**Run 1: a small window of the routed layout**

Window x 46 to 76, y 22 to 52 um. Cells in gray, sequential cells in the stronger gray; small squares are vias.
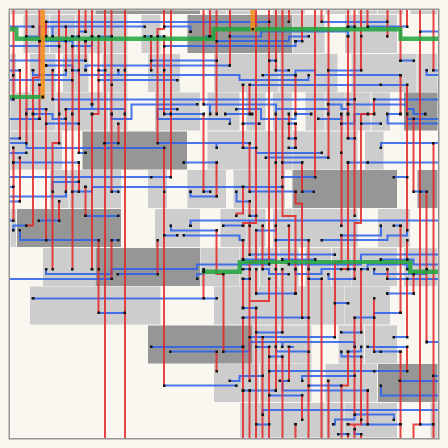
**Run 1: routed metal per tile**

Scale: 3 px per um. 24 x 25 tiles, from white (low) to dark blue (high), scaled to the fullest tile. Values are wire area over tile area, all layers added.
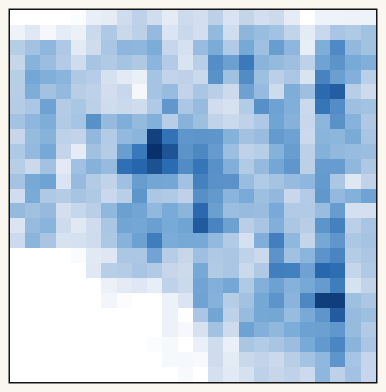
**Run 1: routing congestion**

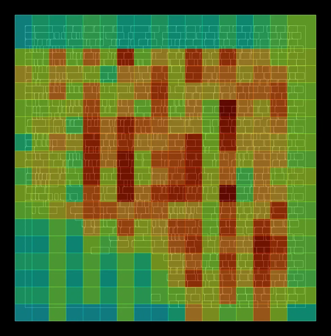
--- config.mk ---
export PLATFORM = sky130hd
export DESIGN_NAME = single_exp_sched
export DESIGN_NICKNAME = d
export VERILOG_FILES = /design/src/rtl/single_exp_sched.sv
export SDC_FILE = /design/constraint.sdc
export NUM_CORES = 1
export LEC_CHECK = 0
export CAP_MARGIN = 30
export CORE_AREA = 4 4 118 120
export DETAILED_ROUTE_END_ITERATION = 7
export DIE_AREA = 0 0 122 124
export GPL_ROUTABILITY_DRIVEN = 0
export GPL_TIMING_DRIVEN = 0
export PLACE_DENSITY = 0.86
export SLEW_MARGIN = 40
export SYNTH_ARGS = -nofsm -noshare
export SYNTH_HDL_FRONTEND = slang
export SYNTH_SLANG_ARGS = --single-unit
--- constraint.sdc ---
create_clock -name clk -period 5.8 [get_ports clk]
set_clock_uncertainty 0.05 [all_clocks]
set_input_delay 0.58 -clock clk [delete_from_list [all_inputs] [get_ports clk]]
set_output_delay 0.58 -clock clk [all_outputs]
set_load 0.05 [all_outputs]
--- src/rtl/single_exp_sched.sv ---
// rtl/single_exp_sched.sv - round-robin front end sharing one single_exp unit among NREQ requesters
module single_exp_sched #(
  parameter int NREQ         = 4,
  parameter int MAX_INFLIGHT = 16
) (
  input  logic                          clk,
  input  logic                          rstn,
  input  logic [NREQ-1:0]               req_valid,
  input  logic [32*NREQ-1:0]            req_a,
  output logic [NREQ-1:0]               req_ready,
  output logic                          exp_in_valid,
  output logic [31:0]                   exp_a,
  input  logic                          exp_out_valid,
  input  logic [31:0]                   exp_c,
  output logic [NREQ-1:0]               rsp_valid,
  output logic [31:0]                   rsp_c,
  output logic [$clog2(MAX_INFLIGHT):0] inflight,
  output logic                          err_orphan
);

  localparam int IW = $clog2(NREQ);
  localparam int PW = $clog2(MAX_INFLIGHT);
  localparam int CW = PW + 1;

  logic [IW-1:0]   last_grant_q, last_grant_d;
  logic            exp_in_valid_q, exp_in_valid_d;
  logic [31:0]     exp_a_q, exp_a_d;
  logic [NREQ-1:0] rsp_valid_q, rsp_valid_d;
  logic [31:0]     rsp_c_q, rsp_c_d;
  logic [CW-1:0]   inflight_q, inflight_d;
  logic            err_orphan_q, err_orphan_d;
  logic [PW-1:0]   wr_ptr_q, wr_ptr_d;
  logic [PW-1:0]   rd_ptr_q, rd_ptr_d;
  logic [IW-1:0]   tag_mem_q [MAX_INFLIGHT];
  logic [IW-1:0]   tag_mem_d [MAX_INFLIGHT];

  logic            grant_found;
  logic [IW-1:0]   grant_idx;
  logic [IW-1:0]   scan_idx;
  logic            slot_free;
  logic            push;
  logic            pop;
  logic            empty;
  logic            orphan;
  logic [IW-1:0]   pop_tag;

  // Round-robin search starting one past the last granted requester
  always_comb begin
    grant_found = 1'b0;
    grant_idx   = '0;
    scan_idx    = '0;
    for (int k = 1; k <= NREQ; k++) begin
      scan_idx = IW'((int'(last_grant_q) + k) % NREQ);
      if (!grant_found && req_valid[scan_idx]) begin
        grant_found = 1'b1;
        grant_idx   = scan_idx;
      end
    end
  end

  // Handshake and tag-queue control; a same-cycle pop frees a slot when full,
  // and a pop on an empty queue consumes the tag being pushed that cycle
  always_comb begin
    empty     = (inflight_q == '0);
    slot_free = (inflight_q != CW'(MAX_INFLIGHT)) || exp_out_valid;
    push      = grant_found && slot_free && !rstn;
    req_ready = push ? (NREQ'(1) << grant_idx) : '0;
    pop       = exp_out_valid && (!empty || push);
    orphan    = exp_out_valid && empty && !push;
    pop_tag   = empty ? grant_idx : tag_mem_q[rd_ptr_q];
  end

  // Next-state computation for issue, return, tag queue and error flag
  always_comb begin
    last_grant_d   = last_grant_q;
    exp_in_valid_d = push;
    exp_a_d        = exp_a_q;
    rsp_valid_d    = '0;
    rsp_c_d        = rsp_c_q;
    inflight_d     = inflight_q;
    err_orphan_d   = err_orphan_q || orphan;
    wr_ptr_d       = wr_ptr_q;
    rd_ptr_d       = rd_ptr_q;
    tag_mem_d      = tag_mem_q;
    if (push) begin
      last_grant_d          = grant_idx;
      exp_a_d               = req_a[32*grant_idx +: 32];
      tag_mem_d[wr_ptr_q]   = grant_idx;
      wr_ptr_d              = wr_ptr_q + PW'(1);
    end
    if (pop) begin
      rsp_valid_d = NREQ'(1) << pop_tag;
      rsp_c_d     = exp_c;
      rd_ptr_d    = rd_ptr_q + PW'(1);
    end
    if (push && !pop) begin
      inflight_d = inflight_q + CW'(1);
    end else if (pop && !push) begin
      inflight_d = inflight_q - CW'(1);
    end
  end

  // State registers with synchronous active-high reset
  always_ff @(posedge clk) begin
    if (rstn) begin
      last_grant_q   <= IW'(NREQ - 1);
      exp_in_valid_q <= 1'b0;
      exp_a_q        <= '0;
      rsp_valid_q    <= '0;
      rsp_c_q        <= '0;
      inflight_q     <= '0;
      err_orphan_q   <= 1'b0;
      wr_ptr_q       <= '0;
      rd_ptr_q       <= '0;
      for (int i = 0; i < MAX_INFLIGHT; i++) begin
        tag_mem_q[i] <= '0;
      end
    end else begin
      last_grant_q   <= last_grant_d;
      exp_in_valid_q <= exp_in_valid_d;
      exp_a_q        <= exp_a_d;
      rsp_valid_q    <= rsp_valid_d;
      rsp_c_q        <= rsp_c_d;
      inflight_q     <= inflight_d;
      err_orphan_q   <= err_orphan_d;
      wr_ptr_q       <= wr_ptr_d;
      rd_ptr_q       <= rd_ptr_d;
      tag_mem_q      <= tag_mem_d;
    end
  end

  assign exp_in_valid = exp_in_valid_q;
  assign exp_a        = exp_a_q;
  assign rsp_valid    = rsp_valid_q;
  assign rsp_c        = rsp_c_q;
  assign inflight     = inflight_q;
  assign err_orphan   = err_orphan_q;

endmodule

==> flow_summary.json, run 1 <==
{
  "syn_to_final_growth_pct": 53.5,
  "p_comb_share_pct": 41.7,
  "register_area_mm2": 0.00234,
  "holdWs_ns": 0.401,
  "ys_sh_simple_pct": 20.6,
  "slowest_delay_ns": 0.85,
  "crit_top_cell": "clkdlybuf4s50_1",
  "maxSlewViolCount": 0,
  "area_leaders": "dfxtp_1 39%, mux2i_1 12%, nand2_1 4.6%",
  "fillers": 1002,
  "cts_buffers": 17,
  "crit_path_start": "req_valid[3]",
  "met2_usage_pct": 46.0,
  "crit_slowest_cell": "clkdlybuf4s50_1",
  "power_switching_uw": 1300,
  "comb_area_share_pct": 36.1,
  "antenna_found_initial": 0,
  "synth.avg_cell_area_um2": 9.41,
  "h-tree-depth": 4,
  "rr_startpoint": "inflight[0]$_SDFFE_PP0P_",
  "required_ns": 5.17,
  "largestPowerGroup": "combinational logic",
  "firstDrtPassIters": 5,
  "die_w_um": 122,
  "ys_cells": 637,
  "clockBufferDepth": 2,
  "xor_area_share_pct": 1.17,
  "pg_clk_uw": 935,
  "path_buffers": 3,
  "fp_nets": 813,
  "drt_wl_total_um": 20300,
  "layout_setup_ws_ns": 1.66,
  "post_cts.repair.setup_buffers": 0,
  "wl_met1_um": 7520,
  "outcome": "complete, no violations",
  "pre_cts_slack_ns": 1.68,
  "synthDistinctLibCells": 55,
  "cts_tree": "yes",
  "grt_pass1_vias": 5987
}
Notes on 'a small window of the routed layout' above:
- green: metal 3
- orange: metal 4
- red: metal 2
- blue: metal 1
- netlist names of flops here include: last_grant_q (2), tag_mem_q (2), wr_ptr_q (2)
- cells with their middle in the window: 69
- most frequent: nor2_1 (7), dfxtp_1 (7), nand3_1 (5)
- sequential cells in the window: 7

Notes on 'routed metal per tile' above:
- nearly empty tiles: 14%
- emptiest ninth of the die: lower left
- densest ninth of the die: center

Notes on 'routing congestion' above:
post-layout util: 70.9%
gr busiest metal: met2

==> run 2: changes to the inputs <==
- CORE_AREA: 4 4 118 120 -> 4 4 129 131
- DIE_AREA: 0 0 122 124 -> 0 0 133 135
- PLACE_DENSITY: 0.86 -> 0.76
- clock period: 5.8 -> 3.6 ns (I/O delays scaled with it)
**Run 2: a small window of the routed layout**

Window x 52 to 82, y 26 to 56 um. Cells in gray, sequential cells in the stronger gray; small squares are vias.
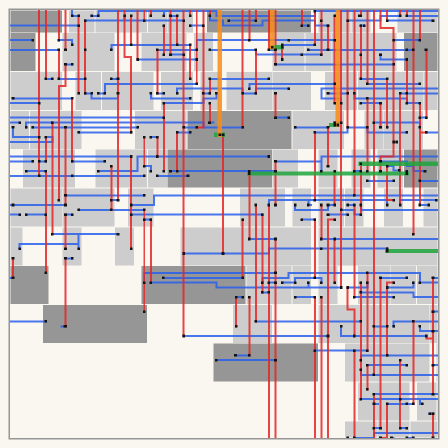
- red: metal 2
- green: metal 3
- orange: metal 4
- blue: metal 1
- cells with their middle in the window: 64
- netlist names of flops here include: tag_mem_q (3), last_grant_q (2)
- most frequent: nor2_1 (10), mux2i_1 (6), dfxtp_1 (6)
- sequential cells in the window: 6

**Run 2: M4 wires**

Scale: 4 px per um. Supply wires on this layer in gray.
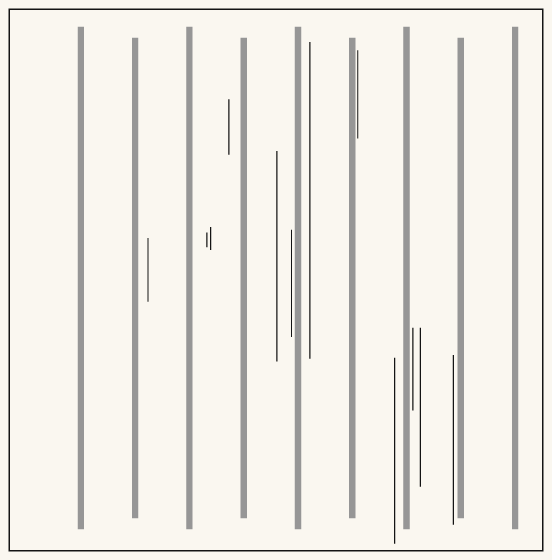
- longest straight run: 78.9 um
- main direction: vertical
- nets with wire on the layer: 11
via count: 5792
DRT Wirelength: 20400 um

==> run 2 against run 1 <==
Net effect: register-to-register slack worse by 2.2 ns; core utilization is 11 points lower; cell area is 1.5% higher; worst setup slack worse by 1.5 ns; flip-flop count stayed put; global-route usage is 3.8 points lower; synthesized cell count stayed put; final cell count is 3.9% higher; combinational power is 62% higher; sequential power is 61% higher; total power is 68% higher; die area is 19% higher; largest power group unchanged.
==> flow_summary.json, run 2 <==
{
  "outcome": "complete, no violations",
  "synth.avg_cell_area_um2": 9.41,
  "crit_top_cell": "clkdlybuf4s50_1",
  "fp_nets": 813,
  "firstDrtPassIters": 5,
  "h-tree-depth": 4,
  "wl_met1_um": 8440,
  "syn_to_final_growth_pct": 55.8,
  "comb_area_share_pct": 35.6,
  "crit_slowest_cell": "clkdlybuf4s50_1",
  "die_w_um": 133,
  "power_switching_uw": 2070,
  "synthDistinctLibCells": 55,
  "largestPowerGroup": "combinational logic",
  "holdWs_ns": 0.401,
  "met2_usage_pct": 38.8,
  "cts_tree": "yes",
  "ys_cells": 637,
  "layout_setup_ws_ns": 0.117,
  "clockBufferDepth": 2,
  "post_cts.repair.setup_buffers": 0,
  "path_buffers": 5,
  "fillers": 1346,
  "final_core_util_pct": 59.8,
  "pre_cts_slack_ns": -0.288,
  "p_comb_share_pct": 40.0,
  "register_area_mm2": 0.00234,
  "area_leaders": "dfxtp_1 39%, mux2i_1 12%, nand2_1 4.6%",
  "rr_startpoint": "inflight[0]$_SDFFE_PP0P_",
  "maxSlewViolCount": 0
}
Power is estimated from default activity; no workload was simulated.
